### Supply network, run 1

The bar under the picture is 50 um long. Pins as bars on the die edge. Tap cells in grey.
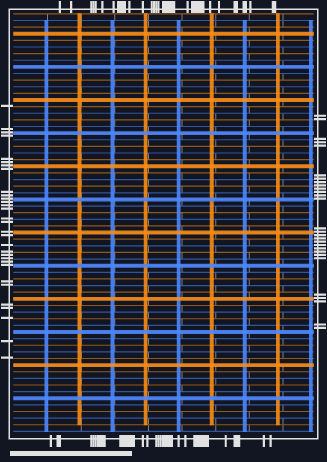
### Cell classes on the final placement, run 1

The bar under the picture is 50 um long.
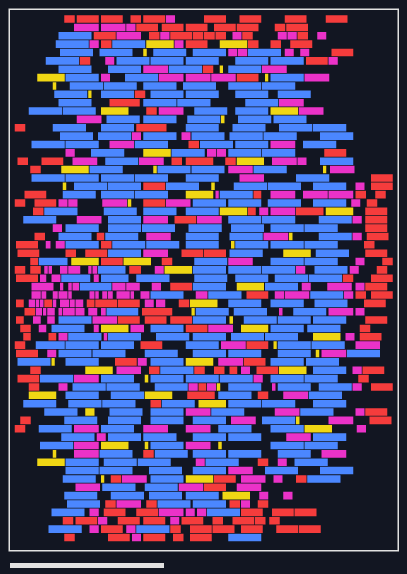
### Clock wires, drivers and flops, run 1

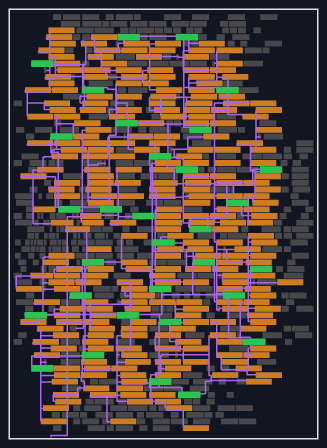
## config.mk

```make
export PLATFORM = sky130hd
export DESIGN_NAME = if_id_queue_flat
export DESIGN_NICKNAME = d
export VERILOG_FILES = /design/src/rtl/if_id_queue_if.sv /design/src/rtl/if_id_queue.sv /design/src/flat_wrapper.sv
export SDC_FILE = /design/constraint.sdc
export NUM_CORES = 1
export LEC_CHECK = 0
export CORE_ASPECT_RATIO = 1.4
export CORE_UTILIZATION = 49
export CTS_CLUSTER_SIZE = 10
export DETAILED_ROUTE_END_ITERATION = 7
export PLACE_DENSITY = 0.75
export SYNTH_ARGS = -nofsm -noshare
export SYNTH_HDL_FRONTEND = slang
export SYNTH_SLANG_ARGS = --single-unit
```

## constraint.sdc

```tcl
create_clock -name clk -period 2.7 [get_ports clk]
set_input_delay 0.54 -clock clk [delete_from_list [all_inputs] [get_ports clk]]
set_output_delay 0.54 -clock clk [all_outputs]
set_load 0.1 [all_outputs]
```

## src/rtl/if_id_queue_if.sv

```systemverilog
// Fetch/decode handshake bundle for the IF/ID instruction queue.
// The queue uses the slave modport; the fetch/decode side uses master.
interface if_id_queue_if #(
  parameter int N = 32
);
  logic         in_valid;
  logic         in_ready;
  logic [N-1:0] in_pc;
  logic [N-1:0] in_inst;
  logic         out_valid;
  logic         out_ready;
  logic [N-1:0] out_pc;
  logic [N-1:0] out_inst;
  logic         out_is_ctrl;
  logic         out_illegal;

  modport master (
    output in_valid, in_pc, in_inst, out_ready,
    input  in_ready, out_valid, out_pc, out_inst, out_is_ctrl, out_illegal
  );

  modport slave (
    input  in_valid, in_pc, in_inst, out_ready,
    output in_ready, out_valid, out_pc, out_inst, out_is_ctrl, out_illegal
  );
endinterface

```

## src/rtl/if_id_queue.sv

```systemverilog
// Fetch-to-decode instruction FIFO with write-time predecode and synchronous flush.
// Handshake outputs depend only on registered state, so there is no ready-to-ready path.
module if_id_queue #(
  parameter int N     = 32,
  parameter int DEPTH = 4
) (
  input  logic                   clk,
  input  logic                   reset,
  input  logic                   flush,
  if_id_queue_if.slave           q,
  output logic [$clog2(DEPTH):0] count
);
  localparam int AW = $clog2(DEPTH);
  localparam int CW = AW + 1;
  localparam logic [CW-1:0] FULL_CNT = CW'(DEPTH);

  function automatic logic is_ctrl_f(input logic [N-1:0] inst);
    logic [6:0] op;
    op = inst[6:0];
    return (op == 7'b1101111) || (op == 7'b1100111) || (op == 7'b1100011);
  endfunction

  function automatic logic is_illegal_f(input logic [N-1:0] inst);
    return inst[1:0] != 2'b11;
  endfunction

  logic [N-1:0]  pc_mem_r   [DEPTH];
  logic [N-1:0]  inst_mem_r [DEPTH];
  logic          ctrl_mem_r [DEPTH];
  logic          ill_mem_r  [DEPTH];

  logic [AW-1:0] wr_ptr_r;
  logic [AW-1:0] rd_ptr_r;
  logic [CW-1:0] count_r;

  logic [AW-1:0] wr_ptr_nx_s;
  logic [AW-1:0] rd_ptr_nx_s;
  logic [CW-1:0] count_nx_s;
  logic          in_ready_s;
  logic          out_valid_s;
  logic          push_s;
  logic          pop_s;

  assign in_ready_s  = (count_r != FULL_CNT);
  assign out_valid_s = (count_r != {CW{1'b0}});
  assign push_s      = q.in_valid & in_ready_s & ~flush;
  assign pop_s       = out_valid_s & q.out_ready & ~flush;
  assign count       = count_r;

  // Next pointer and occupancy values for a normal (non-flush) cycle.
  always_comb begin
    wr_ptr_nx_s = wr_ptr_r;
    rd_ptr_nx_s = rd_ptr_r;
    count_nx_s  = count_r;
    if (push_s) begin
      wr_ptr_nx_s = wr_ptr_r + AW'(1);
    end else begin
      wr_ptr_nx_s = wr_ptr_r;
    end
    if (pop_s) begin
      rd_ptr_nx_s = rd_ptr_r + AW'(1);
    end else begin
      rd_ptr_nx_s = rd_ptr_r;
    end
    case ({push_s, pop_s})
      2'b10:   count_nx_s = count_r + CW'(1);
      2'b01:   count_nx_s = count_r - CW'(1);
      default: count_nx_s = count_r;
    endcase
  end

  // Pointer and occupancy registers; flush reinitialises and overrides any push/pop.
  always_ff @(posedge clk or posedge reset) begin
    if (reset) begin
      wr_ptr_r <= {AW{1'b0}};
      rd_ptr_r <= {AW{1'b0}};
      count_r  <= {CW{1'b0}};
    end else if (flush) begin
      wr_ptr_r <= {AW{1'b0}};
      rd_ptr_r <= {AW{1'b0}};
      count_r  <= {CW{1'b0}};
    end else begin
      wr_ptr_r <= wr_ptr_nx_s;
      rd_ptr_r <= rd_ptr_nx_s;
      count_r  <= count_nx_s;
    end
  end

  // Entry storage; predecode flags are captured once, at write time.
  always_ff @(posedge clk) begin
    if (push_s) begin
      pc_mem_r[wr_ptr_r]   <= q.in_pc;
      inst_mem_r[wr_ptr_r] <= q.in_inst;
      ctrl_mem_r[wr_ptr_r] <= is_ctrl_f(q.in_inst);
      ill_mem_r[wr_ptr_r]  <= is_illegal_f(q.in_inst);
    end
  end

  // Head presentation; payload is zeroed whenever the queue is empty.
  always_comb begin
    q.in_ready    = in_ready_s;
    q.out_valid   = out_valid_s;
    q.out_pc      = {N{1'b0}};
    q.out_inst    = {N{1'b0}};
    q.out_is_ctrl = 1'b0;
    q.out_illegal = 1'b0;
    if (out_valid_s) begin
      q.out_pc      = pc_mem_r[rd_ptr_r];
      q.out_inst    = inst_mem_r[rd_ptr_r];
      q.out_is_ctrl = ctrl_mem_r[rd_ptr_r];
      q.out_illegal = ill_mem_r[rd_ptr_r];
    end else begin
      q.out_pc      = {N{1'b0}};
      q.out_inst    = {N{1'b0}};
      q.out_is_ctrl = 1'b0;
      q.out_illegal = 1'b0;
    end
  end
endmodule

```

## src/flat_wrapper.sv

```systemverilog
// flat-port wrapper written by rule: the top's interface ports become plain ports
module if_id_queue_flat 
#(
  parameter int N     = 32,
  parameter int DEPTH = 4
)
  (clk, reset, flush, count, q_in_valid, q_in_pc, q_in_inst, q_out_ready, q_in_ready, q_out_valid, q_out_pc, q_out_inst, q_out_is_ctrl, q_out_illegal);
  if_id_queue_if #(.N(N)) q_i ();
  input  logic clk;
  input  logic reset;
  input  logic flush;
  output logic [$clog2(DEPTH):0] count;
  input wire logic [$bits(q_i.in_valid)-1:0] q_in_valid;
  input wire logic [$bits(q_i.in_pc)-1:0] q_in_pc;
  input wire logic [$bits(q_i.in_inst)-1:0] q_in_inst;
  input wire logic [$bits(q_i.out_ready)-1:0] q_out_ready;
  output wire logic [$bits(q_i.in_ready)-1:0] q_in_ready;
  output wire logic [$bits(q_i.out_valid)-1:0] q_out_valid;
  output wire logic [$bits(q_i.out_pc)-1:0] q_out_pc;
  output wire logic [$bits(q_i.out_inst)-1:0] q_out_inst;
  output wire logic [$bits(q_i.out_is_ctrl)-1:0] q_out_is_ctrl;
  output wire logic [$bits(q_i.out_illegal)-1:0] q_out_illegal;
  assign q_i.in_valid = q_in_valid;
  assign q_i.in_pc = q_in_pc;
  assign q_i.in_inst = q_in_inst;
  assign q_i.out_ready = q_out_ready;
  assign q_in_ready = q_i.in_ready;
  assign q_out_valid = q_i.out_valid;
  assign q_out_pc = q_i.out_pc;
  assign q_out_inst = q_i.out_inst;
  assign q_out_is_ctrl = q_i.out_is_ctrl;
  assign q_out_illegal = q_i.out_illegal;
  if_id_queue #(.N(N), .DEPTH(DEPTH)) u_core (.clk(clk), .reset(reset), .flush(flush), .q(q_i), .count(count));
endmodule
```

==> reports/metrics.yaml, run 1 <==
status: "finished with violations"
violations: "setup timing"
powerSeq_mw: 4.79
yosys_area_sq_um: 10600
drive_gt1_share_pct: 40.9
clkPwrFrac_pct: 32.1
drt_iter0_markers: 285
clock_cell_area_share_pct: 6.07
numCtsBuffers: 31
gr-total-overflow: 0
seqPwrFrac_pct: 42.2
syn_inst: 487
die_width_um: 126
top_cell_area_share_pct: 75.1
dr.pass1.iters: 5
path_buffers: 3
grt_most_used_layer: "met2"
via_per_inst: 5.60
seq_cells: 271
ys_ff: 271
ys_cells: 487
nClkBuffers: 56
met2_usage_pct: 36.9
ir_worst_vdd_mv: 0.579
combPwrFrac_pct: 25.7
max_slew_margin_pct: 36.3
n_all_buffers: 174
root_buffer: "clkbuf_16"
design.core.area_sq_um: 21100
comb_area_share_pct: 16.8
edf_count: 264
p_switching_mw: 3.26
logic_gate_count: 182
clockBufferDepth: 3
power_density_nw_per_um2: 785
ys_seq_share_pct: 76.8
grt_pass1_wl_um: 33400
fp.dieH_um: 176
io_buffer_count: 139
layout_setup_ws_ns: -0.0456
crit_path_cell_trace: "buf_12, buf_16, mux4_2, and2_4, buf_12"
skew_ns: 0.0216
wirelength_um: 22500
tap_cells: 260
setup_violations: 25
layout_top_cell: "edfxtp_1"
die_area_sq_um: 22100
antenna_found_initial: 0
ys_sh_adder_pct: 0.664
syn_nets: 561
diodes: 1
grt_pass1_vias: 5788
fmax_mhz: 364
wirelength_met1_um: 8190
worstSetupPathType: "reg2out"
htreeDepth: 1
final_cell_mix: "edfxtp_1 (264), buf_12 (87), and2_4 (70)"
clk-power_mw: 3.64
fp-utilization_pct: 50.0
grtUsageTotal_pct: 20.5
largest_cell_class: "flip-flops and latches"
Notes on 'Supply network' above:
[blue] VSS
[orange] VDD
rows: 63
signal pins: 140

Notes on 'Cell classes on the final placement' above:
[red] remaining buffers and delay cells | cells: 174 | share of their area: 19%
[blue] registers | cells: 271 | share of their area: 57%
[yellow] clock drivers and dummy loads | cells: 57 | share of their area: 6.2%
[magenta] remaining logic cells | cells: 190 | share of their area: 17%

Notes on 'Clock wires, drivers and flops' above:
[purple] clock wires | length: 2,950 um
[green] clock-net drivers | count: 31
[orange] flip-flops | count: 271
routed clock nets: 32
flops lie: spread over the die

## run 1: stage by stage
step / power (mW) / hold slack (ns) / std cells / worst slack (ns) / setup TNS (ns)
after global placement: 7.51 / 0.573 / 883 / 0.270 / 0
after global routing: 11.7 / 0.263 / 952 / -0.0937 / -2.66
after floorplan: 6.56 / 0.343 / 487 / -0.0345 / -0.311
after detailed placement: 7.55 / 0.603 / 883 / 0.154 / 0
final: 11.4 / 0.240 / 953 / -0.0456 / -0.331
after CTS: 11.3 / 0.229 / 950 / -0.0891 / -2.16
## run 1: state kept, by name, indices dropped and copies added, names as in the netlist
name               flops
u_core.inst_mem_r    128
u_core.pc_mem_r      128
u_core.ctrl_mem_r      4
u_core.ill_mem_r       4
u_core.count           3
u_core.rd_ptr_r        2
u_core.wr_ptr_r        2
### Placed standard cells, run 1

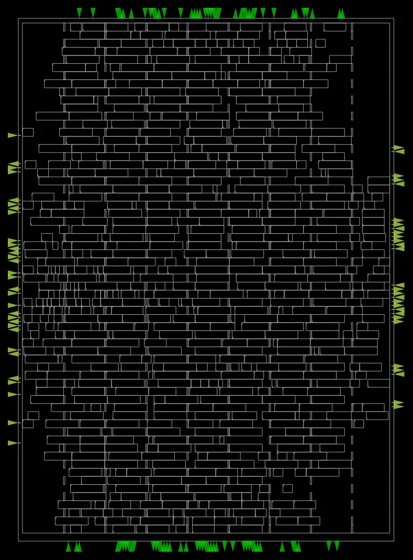

==> run 2, diff against run 1 <==
- CTS_CLUSTER_SIZE: 10 -> 12
- SLEW_MARGIN: unset -> 15
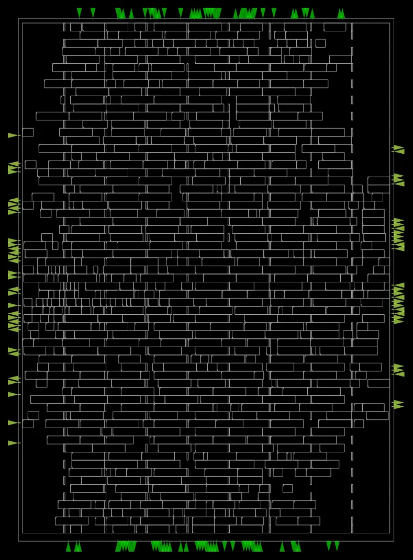
*Placed standard cells, run 2*
Rows: 63
core area: 21,100 sq um
final cell count without fillers: 945

==> reports/metrics.yaml, run 2 <==
status: "finished with violations"
violations: "setup timing"
dp_cells: 883
grtUsageTotal_pct: 19.7
n_all_buffers: 176
edf_count: 264
top_cell_area_share_pct: 75.1
combPwrFrac_pct: 26.6
powerSeq_mw: 4.79
layout_top_cell: "edfxtp_1"
root_buffer: "clkbuf_16"
seq_cells: 271
fp-utilization_pct: 50.0
wirelength_um: 22400
grt_pass1_wl_um: 32400
comb_area_share_pct: 16.9
ir_worst_vdd_mv: 0.524
seqPwrFrac_pct: 43.7
layout_setup_ws_ns: -0.00601
critPathCapture: "q_out_pc[0]"
numCtsBuffers: 26
p_switching_mw: 3.16
io_buffer_count: 139
place_ws_ns: 0.154
fmax_mhz: 370
ys_seq_share_pct: 76.8
ys_cells: 487
clockBufferDepth: 3
power_leader: "registers"
gr-total-overflow: 0
hold_viol_final: 0
yosys_area_sq_um: 10600
total_power_mw: 11.0
ys_sh_adder_pct: 0.664
fp.dieH_um: 176
clkPwrFrac_pct: 29.7
via_per_inst: 5.56
max_slew_margin_pct: 39.9
worstSetupPathType: "reg2out"
holdWs_ns: 0.265
path_buffers: 3
drt_iter0_markers: 334
finalWeightedCongestion: 0.781
die_width_um: 126
synthesis.area_sq_um: 10600
nClkBuffers: 47
grt_pass1_vias: 5621
htreeDepth: 1
setup_violations: 1
diodes: 0
clock_cell_area_share_pct: 5.28
ys_ff: 271
tns_ns: -0.00601
[run 2: cell count changes in the layout (fill, tap and decap cells not counted), sizes merged]
cell    before  now
clkinv       0    1
diode        1    0
clkbuf      59   52
inv          9    8
[run 2: worst min path at each step]
stage	startpoint	end	slack, ns	depth (start not counted)
floorplan	reset	u_core.rd_ptr_r[0]	0.34	1
global placement	u_core.wr_ptr_r[0]	u_core.wr_ptr_r[0]	0.57	2
detailed placement	u_core.wr_ptr_r[1]	u_core.wr_ptr_r[1]	0.60	2
CTS	reset	u_core.rd_ptr_r[1]	0.26	2
global route	reset	u_core.rd_ptr_r[1]	0.28	2
finish	reset	u_core.rd_ptr_r[1]	0.26	2
[run 2: metal layers]
layer	track usage, %	share of wire, %
met3	3.32	4.9
met2	36.9	56
met1	23.3	37
met4	5.47	2.2
met5	0	0
Power and IR drop assume default switching activity.
